Fig. 1: supply network
Pins as bars on the die edge. Tap cells in grey.
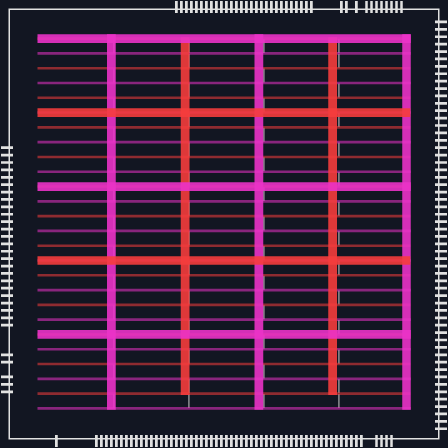
Fig. 2: cells coloured by class
Bar = 20 um.
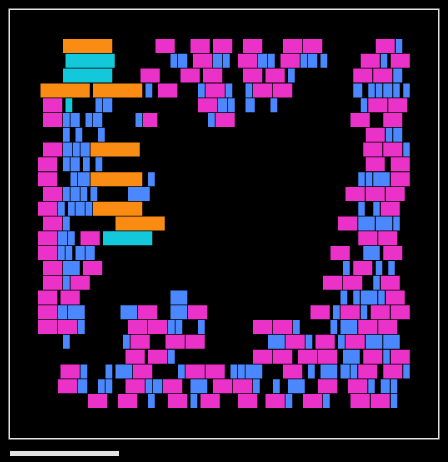
Fig. 3: clock network drawn from the DEF
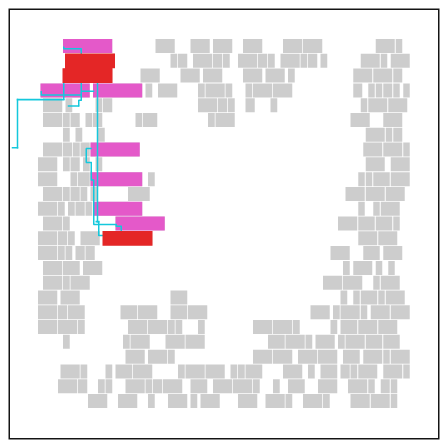
Fig. 4: congestion heat map
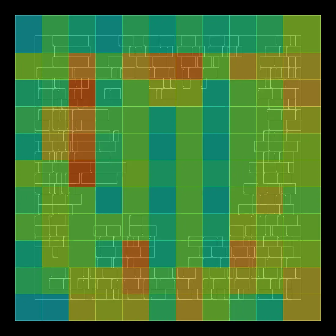
Fig. 5: M2 wires
Bar = 20 um. Cells faint in the background.
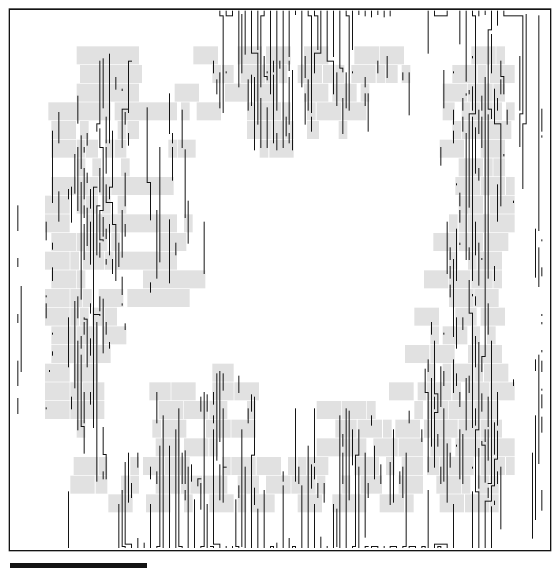
File: src/rtl/shake_arbiter.sv
// Round-robin owner arbiter sharing one SHAKE256 core between NUM_REQ requesters for whole sessions.
// Optional idle-handshake watchdog enabled by defining SHAKE_ARB_TIMEOUT_EN.
module shake_arbiter #(
  parameter int NUM_REQ        = 2,
  parameter int LOG_REQ        = (NUM_REQ > 2) ? $clog2(NUM_REQ) : 1,
  parameter int TIMEOUT_CYCLES = 4096
) (
  input  logic                    clk,
  input  logic                    rst,
  input  logic [NUM_REQ-1:0]      req,
  output logic [NUM_REQ-1:0]      gnt,
  output logic [LOG_REQ-1:0]      owner,
  output logic                    busy,
  input  logic [NUM_REQ-1:0]      r_din_valid,
  input  logic [32*NUM_REQ-1:0]   r_din,
  output logic [NUM_REQ-1:0]      r_din_ready,
  output logic [NUM_REQ-1:0]      r_dout_valid,
  input  logic [NUM_REQ-1:0]      r_dout_ready,
  output logic [31:0]             r_dout,
  input  logic [NUM_REQ-1:0]      r_force_done,
  output logic                    shake_din_valid,
  input  logic                    shake_din_ready,
  output logic [31:0]             shake_din,
  input  logic                    shake_dout_valid,
  output logic                    shake_dout_ready,
  input  logic [31:0]             shake_dout_scram,
  output logic                    shake_force_done,
  output logic                    timeout_err
);

  typedef enum logic [1:0] {
    IDLE    = 2'd0,
    OWNED   = 2'd1,
    RELEASE = 2'd2
  } state_t;

  state_t               state_r;
  state_t               state_nxt_s;
  logic [NUM_REQ-1:0]   gnt_nxt_s;
  logic [LOG_REQ-1:0]   owner_nxt_s;
  logic                 busy_nxt_s;
  logic [LOG_REQ-1:0]   rr_last_r;
  logic [LOG_REQ-1:0]   rr_nxt_s;
  logic                 found_s;
  logic [LOG_REQ-1:0]   pick_s;
  logic                 own_req_s;
  logic                 own_force_s;
  logic                 timeout_hit_s;

  assign r_dout = shake_dout_scram;

  // Round-robin pick: first requester after rr_last_r, wrapping.
  always_comb begin
    found_s = 1'b0;
    pick_s  = {LOG_REQ{1'b0}};
    for (int k = 1; k <= NUM_REQ; k++) begin
      for (int i = 0; i < NUM_REQ; i++) begin
        if (!found_s && req[i] && (i == ((int'(rr_last_r) + k) % NUM_REQ))) begin
          found_s = 1'b1;
          pick_s  = LOG_REQ'(i);
        end else begin
          found_s = found_s;
        end
      end
    end
  end

  // Combinational handshake routing between the owner and the core.
  always_comb begin
    shake_din_valid  = 1'b0;
    shake_din        = 32'd0;
    shake_dout_ready = 1'b0;
    r_din_ready      = {NUM_REQ{1'b0}};
    r_dout_valid     = {NUM_REQ{1'b0}};
    own_req_s        = 1'b0;
    own_force_s      = 1'b0;
    if (state_r == OWNED) begin
      for (int i = 0; i < NUM_REQ; i++) begin
        if (owner == LOG_REQ'(i)) begin
          shake_din_valid  = r_din_valid[i];
          shake_din        = r_din[32*i +: 32];
          r_din_ready[i]   = shake_din_ready;
          r_dout_valid[i]  = shake_dout_valid;
          shake_dout_ready = r_dout_ready[i];
          own_req_s        = req[i];
          own_force_s      = r_force_done[i];
        end else begin
          r_din_ready[i]   = 1'b0;
        end
      end
    end else begin
      own_req_s = 1'b0;
    end
  end

  // A dropped request is treated as an abort, so the core is told to finish.
  assign shake_force_done = (state_r == OWNED) &&
                            (own_force_s || !own_req_s || timeout_hit_s);

  // Next-state and next-grant logic.
  always_comb begin
    state_nxt_s = state_r;
    gnt_nxt_s   = gnt;
    owner_nxt_s = owner;
    busy_nxt_s  = busy;
    rr_nxt_s    = rr_last_r;
    case (state_r)
      IDLE, RELEASE: begin
        if (found_s) begin
          gnt_nxt_s   = {{(NUM_REQ-1){1'b0}}, 1'b1} << pick_s;
          owner_nxt_s = pick_s;
          busy_nxt_s  = 1'b1;
          state_nxt_s = OWNED;
        end else begin
          gnt_nxt_s   = {NUM_REQ{1'b0}};
          busy_nxt_s  = 1'b0;
          state_nxt_s = IDLE;
        end
      end
      OWNED: begin
        if (shake_force_done) begin
          rr_nxt_s    = owner;
          gnt_nxt_s   = {NUM_REQ{1'b0}};
          busy_nxt_s  = 1'b0;
          state_nxt_s = RELEASE;
        end else begin
          state_nxt_s = OWNED;
        end
      end
      default: begin
        gnt_nxt_s   = {NUM_REQ{1'b0}};
        busy_nxt_s  = 1'b0;
        state_nxt_s = IDLE;
      end
    endcase
  end

  // State, grant and round-robin pointer registers.
  always_ff @(posedge clk or posedge rst) begin
    if (rst) begin
      state_r   <= IDLE;
      gnt       <= {NUM_REQ{1'b0}};
      owner     <= {LOG_REQ{1'b0}};
      busy      <= 1'b0;
      rr_last_r <= LOG_REQ'(NUM_REQ - 1);
    end else begin
      state_r   <= state_nxt_s;
      gnt       <= gnt_nxt_s;
      owner     <= owner_nxt_s;
      busy      <= busy_nxt_s;
      rr_last_r <= rr_nxt_s;
    end
  end

`ifdef SHAKE_ARB_TIMEOUT_EN
  logic [12:0] wd_cnt_r;
  logic        timeout_err_r;
  logic        hs_s;

  assign hs_s = (shake_din_valid && shake_din_ready) ||
                (shake_dout_valid && shake_dout_ready);
  assign timeout_hit_s = (state_r == OWNED) && !hs_s &&
                         (wd_cnt_r == 13'(TIMEOUT_CYCLES - 1));
  assign timeout_err = timeout_err_r;

  // Watchdog counts consecutive stalled OWNED cycles; error flag is sticky.
  always_ff @(posedge clk or posedge rst) begin
    if (rst) begin
      wd_cnt_r      <= 13'd0;
      timeout_err_r <= 1'b0;
    end else begin
      if ((state_r != OWNED) || hs_s) begin
        wd_cnt_r <= 13'd0;
      end else begin
        wd_cnt_r <= wd_cnt_r + 13'd1;
      end
      if (timeout_hit_s) begin
        timeout_err_r <= 1'b1;
      end else begin
        timeout_err_r <= timeout_err_r;
      end
    end
  end
`else
  assign timeout_hit_s = 1'b0;
  assign timeout_err   = 1'b0;
`endif

endmodule

File: config.mk
export PLATFORM = sky130hd
export DESIGN_NAME = shake_arbiter
export DESIGN_NICKNAME = d
export VERILOG_FILES = /design/src/rtl/shake_arbiter.sv
export SDC_FILE = /design/constraint.sdc
export NUM_CORES = 1
export LEC_CHECK = 0
export ABC_AREA = 1
export CAP_MARGIN = 15
export CORE_MARGIN = 5
export CORE_UTILIZATION = 25
export CTS_BUF_LIST = sky130_fd_sc_hd__clkbuf_16
export DETAILED_ROUTE_END_ITERATION = 16
export PLACE_DENSITY = 0.88
export SYNTH_ARGS = -nofsm -noshare
export SYNTH_HDL_FRONTEND = slang
export SYNTH_SLANG_ARGS = --single-unit
export TNS_END_PERCENT = 100
File: constraint.sdc
create_clock -name clk -period 3.3 [get_ports clk]
set_clock_uncertainty 0.05 [all_clocks]
set_input_delay 0.66 -clock clk [delete_from_list [all_inputs] [get_ports clk]]
set_output_delay 0.66 -clock clk [all_outputs]
set_load 0.005 [all_outputs]
==> qor.yml <==
grt:
  grt_pass1_wl_um: 6780
  antenna_found_initial: 0
layout:
  nNetsFinal: 379
  syn2layout_area_growth_pct: 84.7
sta:
  fin_crit_ns: 2.68
  max_freq_mhz: 374
  hold_viol: 0
  final_max_slew_viol_count: 0
  rsz0062_at_grt: "no"
  fin_crit_sh: 0.811
  setup_violations: 0
setup_path:
  arrival_ns: 1.97
  endpoint_kind: "output port"
  cp_slowest_stage_delay_ns: 0.54
  critPathMaxFanout: 38
  cp.required_ns: 2.59
  start_kind: "flip-flop"
pwr:
  leakagePower_nw: 0.893
  cellPowerDensity_nw_per_um2: 662
clocking:
  cts_buffer_depth: 2
  cts_sinks: 7
  cts_inserted_buffers: 3
  postCtsHoldBufs: 0
  cts-root-buf: "clkbuf_16"
  cts_tree: "built"
drt:
  drcViolationCount: 0
  drtPass1Iterations: 4
  routed_wl_um: 4530
placed_design:
  gp_congestion: 0.767
  place.port_buffers: 118
  dp_hpwl_um: 3670
synthesis:
  ys_warn_count: 0
  yosysCellCount: 191
  ys.flops: 7
  synth_cell_types: 17
  top_logic_kind: "buffers and inverters"
  xor_area_frac: 0
  synthTopCellsByArea: "nand2_1, buf_4, a21oi_2"
  synth_nets: 299
  aoi_share: 0.216
floorplan:
  num_rows: 25
  die_h_um: 78.7
outcome:
  status: "finished, final reports clean"
job:
  cap_viol_max_count: 0
Notes on Fig. 1 above:
net	colour
VSS	magenta
VDD	red
met5 straps	5
met1 rails	26
rows	25
met4 straps	5

Notes on Fig. 2 above:
class	colour	cells	share of their area
flip-flops	orange	7	8.4%
other buffers and delay cells	magenta	119	56%
all other logic	blue	140	32%
clock drivers and dummy loads	cyan	4	3.7%

Notes on Fig. 3 above:
[clock wires] cyan | length: 119 um
[flip-flops] magenta | count: 7
[cells driving clock nets] red | count: 3
routed clock nets	4

Notes on Fig. 4 above:
gr usage total: 0.135
routing usage on met3: 0.0567
GR Layer Usage met1: 0.125

Notes on Fig. 5 above:
main direction	vertical
share of all routed wire	50%
nets with wire on the layer	306
longest straight run	40.6 um
wire length on this layer	2,280 um

[sequential cells by signal, summed over array words and instances, names as in the netlist]
name / flops
busy: 1
gnt: 2
owner: 1
state_r: 2
rr_last_r: 1
[worst paths after layout]
path	from	end	slack (ns)	cells past startpoint
setup / recovery	state_r[1]	shake_dout_ready	0.62	4
hold / removal	rr_last_r	rr_last_r	0.43	2
setup reg to reg	owner	busy	1.93	6
hold reg to reg	rr_last_r	rr_last_r	0.43	2
max in group asynchronous	rst	rr_last_r	2.31	2
min in group asynchronous	rst	gnt[1]	0.62	2
[synth_stat cells (all sizes together)]
cell,n
a21oi,34
buf,44
conb,1
dfrtp,6
dfstp,1
inv,10
nand2,80
nand3,6
nand4,1
nor2,2
nor3,4
o21ai,2
[worst max-delay path: cells and delay by family, from the launching register on]
family | cells | cell delay [ns]
compound gates | 1 | 0.26
buf+inv | 2 | 0.86
flops | 1 | 0.38
simple gates | 1 | 0.20
[report_power, final]
group          internal, W  leakage [nW]  switching (W)
Clock             0.000157        0.0423      0.0000446
Combinational     0.000549         0.766       0.000543
Sequential        0.000128        0.0851      0.0000216
Total             0.000834         0.893       0.000610
[kinds of logic after synthesis]
kind of cell / count (synthesis)
other cells: 1
buf+inv: 54
compound gates: 36
simple gates: 93
flops: 7
[through the flow]
| step | hold WS, ns | utilization | worst slack [ns] | total power [W] | std cells |
|---|---|---|---|---|---|
| detailed placement | 0.419 | 0.451 | 0.645 | 0.00126 | 320 |
| global placement | 0.410 | 0.451 | 0.664 | 0.00124 | 320 |
| floorplan | 0.394 | - | 1.63 | 0.000776 | 191 |
| finish | 0.429 | 0.468 | 0.625 | 0.00144 | 324 |
| global route | 0.449 | 0.468 | 0.482 | 0.00157 | 324 |
| CTS | 0.424 | 0.468 | 0.600 | 0.00147 | 324 |
[routing by layer]
metal  global-route usage  wire length [um]
met2                0.262              2280
met1                0.125              1590
met4               0.0402                45
met5                    0                 0
met3               0.0567               608
[layout make-up]
class                      instances  area, um^2
fill                             447        2480
inverter                          10        37.5
clock buffer                       3        75.1
timing repair buffer             119        1190
tap                               54        67.6
multi-input combinational        130         631
sequential                         7         176
clock inverter                     1        3.75
Power is estimated from default activity; no workload was simulated.
